**Signal wires on met2**

Cells faint in the background.
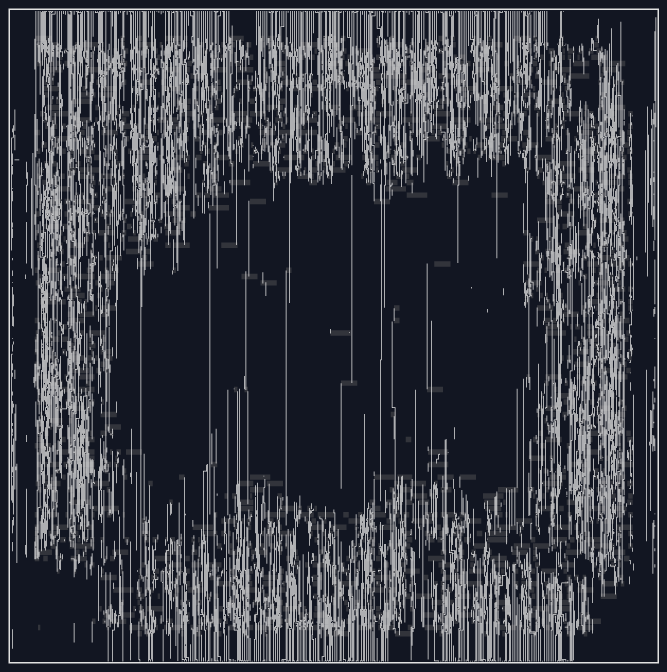
**Cells coloured by class**

Bar = 100 µm.
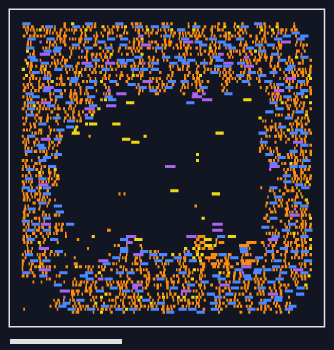
**config.mk**
```make
export PLATFORM = sky130hd
export DESIGN_NAME = burst_line_responder
export DESIGN_NICKNAME = d
export VERILOG_FILES = /design/src/rtl/oops_mem_pkg.sv /design/src/rtl/line_beat_buffer.sv /design/src/rtl/burst_line_responder.sv
export SDC_FILE = /design/constraint.sdc
export NUM_CORES = 1
export LEC_CHECK = 0
export CAP_MARGIN = 10
export CELL_PAD_IN_SITES_DETAIL_PLACEMENT = 1
export CELL_PAD_IN_SITES_GLOBAL_PLACEMENT = 1
export CORE_AREA = 10 10 271 273
export DETAILED_ROUTE_END_ITERATION = 10
export DIE_AREA = 0 0 281 283
export DONT_BUFFER_PORTS = 1
export GPL_ROUTABILITY_DRIVEN = 0
export HOLD_SLACK_MARGIN = 0.08
export PLACE_DENSITY = 0.58
export SLEW_MARGIN = 15
export SYNTH_ARGS = -nofsm -noshare
export SYNTH_HDL_FRONTEND = slang
export SYNTH_SLANG_ARGS = --single-unit
```
**constraint.sdc**
```tcl
create_clock -name clk -period 4.9 [get_ports clk]
set_input_delay 1.225 -clock clk [delete_from_list [all_inputs] [get_ports clk]]
set_output_delay 1.225 -clock clk [all_outputs]
set_load 0.05 [all_outputs]
```
**src/rtl/oops_mem_pkg.sv**
```systemverilog
// Shared widths, FSM state encoding and address helper for the burst line responder.
// Lines are LINE_W bits, moved to/from the host as BEATS beats of BEAT_W bits.
package oops_mem_pkg;
    localparam int BEAT_W      = 64;
    localparam int BEATS       = 4;
    localparam int LINE_W      = BEAT_W * BEATS;
    localparam int OFFSET_BITS = 5;
    localparam int CNT_W       = $clog2(BEATS);

    typedef enum logic [2:0] {
        IDLE,
        LINE_RD,
        BURST_RD,
        WR_COLLECT,
        LINE_WR,
        DONE
    } state_t;

    function automatic logic [31:0] line_align(input logic [31:0] addr);
        return {addr[31:OFFSET_BITS], {OFFSET_BITS{1'b0}}};
    endfunction
endpackage

```
**src/rtl/line_beat_buffer.sv**
```systemverilog
// Line register plus beat counter: loads a whole line, inserts beats at the counter slot,
// and presents the beat selected by the counter. Single-cycle updates, no flow control.
module line_beat_buffer import oops_mem_pkg::*; (
    input  logic              clk,
    input  logic              rst,
    input  logic              i_clr,
    input  logic              i_load,
    input  logic              i_insert,
    input  logic              i_adv,
    input  logic [LINE_W-1:0] i_line,
    input  logic [BEAT_W-1:0] i_beat,
    output logic [CNT_W-1:0]  o_cnt,
    output logic [BEAT_W-1:0] o_beat,
    output logic [LINE_W-1:0] o_line
);
    logic [LINE_W-1:0] r_line;
    logic [CNT_W-1:0]  r_cnt;
    logic [BEAT_W-1:0] w_beat;

    always_ff @(posedge clk) begin
        if (!rst) begin
            r_line <= '0;
            r_cnt  <= '0;
        end else begin
            if (i_load) begin
                r_line <= i_line;
            end else if (i_insert) begin
                for (int b = 0; b < BEATS; b++) begin
                    if (r_cnt == CNT_W'(b)) begin
                        r_line[b*BEAT_W +: BEAT_W] <= i_beat;
                    end
                end
            end
            if (i_clr) begin
                r_cnt <= '0;
            end else if (i_insert || i_adv) begin
                r_cnt <= r_cnt + CNT_W'(1);
            end
        end
    end

    always_comb begin
        w_beat = '0;
        for (int b = 0; b < BEATS; b++) begin
            if (r_cnt == CNT_W'(b)) begin
                w_beat = r_line[b*BEAT_W +: BEAT_W];
            end
        end
    end

    assign o_cnt  = r_cnt;
    assign o_beat = w_beat;
    assign o_line = r_line;
endmodule

```
**src/rtl/burst_line_responder.sv**
```systemverilog
// Memory-side endpoint of the 4-beat burst protocol: reads fetch a full line then stream 4 beats,
// writes collect 4 beats then commit one line. Outputs decode registered state only.
module burst_line_responder import oops_mem_pkg::*; (
    input  logic              clk,
    input  logic              rst,
    input  logic              burst_read_i,
    input  logic              burst_write_i,
    input  logic [31:0]       burst_addr_i,
    input  logic [BEAT_W-1:0] burst_wdata_i,
    output logic [BEAT_W-1:0] burst_rdata_o,
    output logic              burst_resp_o,
    output logic              line_read_o,
    output logic              line_write_o,
    output logic [31:0]       line_addr_o,
    output logic [LINE_W-1:0] line_wdata_o,
    input  logic [LINE_W-1:0] line_rdata_i,
    input  logic              line_resp_i
);
    state_t            r_state;
    state_t            w_state_nxt;
    logic [31:0]       r_addr;
    logic              w_latch_addr;
    logic              w_clr;
    logic              w_load;
    logic              w_insert;
    logic              w_adv;
    logic [CNT_W-1:0]  w_cnt;
    logic [BEAT_W-1:0] w_beat;
    logic [LINE_W-1:0] w_line;
    logic              w_last_beat;

    line_beat_buffer u_buf (
        .clk      (clk),
        .rst      (rst),
        .i_clr    (w_clr),
        .i_load   (w_load),
        .i_insert (w_insert),
        .i_adv    (w_adv),
        .i_line   (line_rdata_i),
        .i_beat   (burst_wdata_i),
        .o_cnt    (w_cnt),
        .o_beat   (w_beat),
        .o_line   (w_line)
    );

    assign w_last_beat = (w_cnt == CNT_W'(BEATS - 1));

    always_ff @(posedge clk) begin
        if (!rst) begin
            r_state <= IDLE;
            r_addr  <= '0;
        end else begin
            r_state <= w_state_nxt;
            if (w_latch_addr) begin
                r_addr <= line_align(burst_addr_i);
            end
        end
    end

    // Read has priority over write when both are requested in IDLE.
    always_comb begin
        w_state_nxt  = r_state;
        w_latch_addr = 1'b0;
        w_clr        = 1'b0;
        w_load       = 1'b0;
        w_insert     = 1'b0;
        w_adv        = 1'b0;
        case (r_state)
            IDLE: begin
                if (burst_read_i) begin
                    w_latch_addr = 1'b1;
                    w_state_nxt  = LINE_RD;
                end else if (burst_write_i) begin
                    w_latch_addr = 1'b1;
                    w_clr        = 1'b1;
                    w_state_nxt  = WR_COLLECT;
                end
            end
            LINE_RD: begin
                if (line_resp_i) begin
                    w_load      = 1'b1;
                    w_clr       = 1'b1;
                    w_state_nxt = BURST_RD;
                end
            end
            BURST_RD: begin
                w_adv = 1'b1;
                if (w_last_beat) w_state_nxt = DONE;
            end
            WR_COLLECT: begin
                w_insert = 1'b1;
                if (w_last_beat) w_state_nxt = LINE_WR;
            end
            LINE_WR: begin
                if (line_resp_i) w_state_nxt = DONE;
            end
            DONE:    w_state_nxt = IDLE;
            default: w_state_nxt = IDLE;
        endcase
    end

    assign burst_resp_o  = (r_state == BURST_RD) || (r_state == WR_COLLECT);
    assign burst_rdata_o = (r_state == BURST_RD) ? w_beat : '0;
    assign line_read_o   = (r_state == LINE_RD);
    assign line_write_o  = (r_state == LINE_WR);
    assign line_addr_o   = (line_read_o || line_write_o) ? r_addr : '0;
    assign line_wdata_o  = line_write_o ? w_line : '0;
endmodule

```
==> reports/metrics.yaml <==
run_status:
  outcome: "finished, final reports clean"
final_layout:
  syn_to_final_growth_pct: 13.4
  stdcell_area_um2: 19000
  stdcell_count: 3182
  layout-drive-gt1-share: 0.0793
floorplanning:
  dieArea_um2: 79500
  die_h_um: 283
  coreArea_um2: 68100
  io_pins: 712
  die_w_um: 281
worst_setup_path:
  cp.buffers_inverters: 3
  arrival_ps: 3190
  r2r_slack_ps: 1650
  worstSetupStartpoint: "u_buf.o_cnt[0]$_SDFFE_PP0P_"
  crit_end: "burst_rdata_o[44]"
  reg2regPathDepth: 4
  cp_max_fo: 56
  reg2reg_to: "u_buf.o_line[239]$_SDFFE_PN0P_"
  critPathLaunchType: "register"
  crit_path_end_kind: "primary output"
  crit_required_ps: 3670
  slowest_delay_ps: 600
  crit_chain: "inv_1 > ha_4 > buf_12 > a21oi_1 > a221o_1 > a21oi_1 > buf_4"
  crit_family: "buffers and inverters"
  worstReg2RegStart: "u_buf.o_cnt[0]$_SDFFE_PP0P_"
detailed_routing:
  drcViolationCount: 0
  dr.pass1.iters: 5
  vias_per_cell: 5.64
  routedWlPerCell_um: 29.0
  dr_total_vias: 18000
  antenna_left: 0
flow_run:
  maxCapViolations: 0
clock_network:
  clock-sinks: 288
  cts_buffers: 39
  path_clk_slew_ps: 50
  worstSkewPairLatency_ps: 550
  h-tree-depth: 2
  clockRootBuffer: "clkbuf_16"
  cts_setup_buffers: 0
global_routing:
  grt_pass1_wl_um: 131000
  grtUsageTotal: 0.217
  grt_overflow_total: 0
synthesis:
  yosysUniqueCellTypes: 45
  ys_warn_count: 0
  ys_cells: 2363
  synthCells: 2363
  top_area_frac: 0.344
  area_leaders: "dfxtp_1 34%, nand2_1 13%, and2_1 11%, a31oi_1 7.2%, a21oi_1 6.6%"
  postSynthAreaPerCell_um2: 7.09
  ys_sh_simple: 0.283
  topCombFamilyByArea: "simple AND/OR/NAND/NOR gates"
  ff_type: "dfxtp_1"
  adder_share: 0.00299
  async_flop_share: 0
  synth_area_um2: 16700
  synth_flop_count: 288
  xor_area_frac: 0.00157
  synthMuxAreaShare: 0.00127
worst_hold_path:
  min_path_type: "reg -> reg"
  holdCritStartpoint: "r_addr[10]$_SDFFE_PN0P_"
  hold_path_depth: 2
sta:
  fin_worst_skew_ps: 18.6
  clock.fmax_ghz: 0.226
  final_hold_viol_count: 0
  grt_setup_unrepaired: "no"
  finalSetupTns_ps: 0
  min_period_ps: 4420
  period_used_share: 0.901
placement:
  place_inst: 3098
power:
  p_leak_nw: 6.20
  ir_drop_v: 0.000185
-- 'signal wires on met2' (at the start) --
main direction: vertical
nets with wire on the layer: 2,297
wire length on this layer: 44.6 mm
final WL: 92,200 µm
met2 Usage GRT: 0.366

-- 'cells coloured by class' (at the start) --
[sequential cells] blue | cells: 288 | share of their area: 32%
[combinational and other logic] orange | cells: 1,821 | share of their area: 55%
[clock drivers and dummy loads] purple | cells: 66 | share of their area: 6.8%
[remaining buffers and delay cells] yellow | cells: 107 | share of their area: 5.5%

-- cells in the final DEF (no fill, tap or decap), types with 2 or more instances in the layout --
master | Yosys | routed
diode_2 | 0 | 18
nor2_1 | 4 | 4
clkbuf_1 | 123 | 12
nand3b_1 | 64 | 64
inv_1 | 67 | 66
clkinv_2 | 0 | 2
nand4b_1 | 3 | 3
dfxtp_1 | 288 | 288
buf_4 | 23 | 93
ha_4 | 0 | 4
a21oi_1 | 220 | 220
buf_12 | 0 | 14
clkbuf_8 | 0 | 6
and4b_4 | 0 | 3
nor2_2 | 2 | 2
nand2_1 | 574 | 574
a221o_1 | 64 | 64
conb_1 | 1 | 5
nand3_1 | 27 | 27
and2_1 | 286 | 285
inv_6 | 0 | 2
a311oi_1 | 63 | 63
xnor2_1 | 2 | 2
o21ai_1 | 34 | 34
o21ai_0 | 185 | 185
a31oi_1 | 192 | 192
clkbuf_16 | 0 | 40
-- flip-flops by register name (all words and copies together), names as in the netlist --
register      count
r_state           3
u_buf.o_line    256
r_addr           27
u_buf.o_cnt       2
-- worst register-to-register path, cell delays in order, from the launching register on --
cell and delay [ps]:
dfxtp_1 500, ha_4 580, mux2_4 650, and2_4 1010, a311oi_1 330
-- logic make-up (layout without fill, tap and decap cells) --
| logic type | Yosys count | count (layout) |
|---|---|---|
| buffers and inverters | 325 | 240 |
| and+or+nand+nor | 975 | 975 |
| xor gates and xnor gates | 3 | 3 |
| DFF | 288 | 288 |
| muxes | 2 | 2 |
| adders and majority gates | 4 | 4 |
| other | 1 | 23 |
| AOI/OAI and AO/OA | 765 | 765 |
-- metrics by stage --
step           worst slack, ps   util  power [mW]
6_report                   484  0.279        6.71
5_1_grt                    403  0.279        7.00
4_1_cts                    522  0.278        6.78
3_5_place_dp              1140  0.260        3.96
3_3_place_gp              1210  0.260        3.90
2_1_floorplan             1500      -        3.57
-- cell usage after synthesis, drive strengths merged (2+ instances only) --
| master | n |
|---|---|
| o21ai | 219 |
| a221o | 64 |
| clkbuf | 125 |
| nor2b | 2 |
| a21oi | 220 |
| dfxtp | 288 |
| inv | 67 |
| buf | 133 |
| nand2 | 574 |
| xnor2 | 2 |
| and4b | 3 |
| nand4b | 3 |
| nand3b | 64 |
| a311oi | 63 |
| nand2b | 2 |
| nor2 | 6 |
| and2 | 287 |
| ha | 4 |
| nand3 | 27 |
| a31oi | 192 |
-- layer usage --
metal,track usage,share of wire
met1,0.245,0.39
met3,0.0739,0.091
met5,0,0.0025
met2,0.366,0.48
met4,0.0915,0.037
-- power by group --
part / total [mW] / switching [mW] / internal, mW
clock network: 2.80 / 1.15 / 1.64
registers: 2.74 / 0.183 / 2.56
logic: 1.18 / 0.789 / 0.389
total: 6.71 / 2.12 / 4.59
-- layout make-up --
| class | count | area (µm²) | share of cell area |
|---|---|---|---|
| well taps | 882 | 1100 | 0.0581 |
| diodes | 18 | 45.0 | 0.00237 |
| repair buffers | 107 | 978 | 0.0515 |
| multi-input cells | 1754 | 9630 | 0.507 |
| clock inverters | 8 | 90.1 | 0.00474 |
| inverters | 67 | 254 | 0.0134 |
| clock buffers | 58 | 1130 | 0.0594 |
| flip-flops and latches | 288 | 5770 | 0.304 |
Power figures rest on the tool's default switching activity, not on a simulated workload.
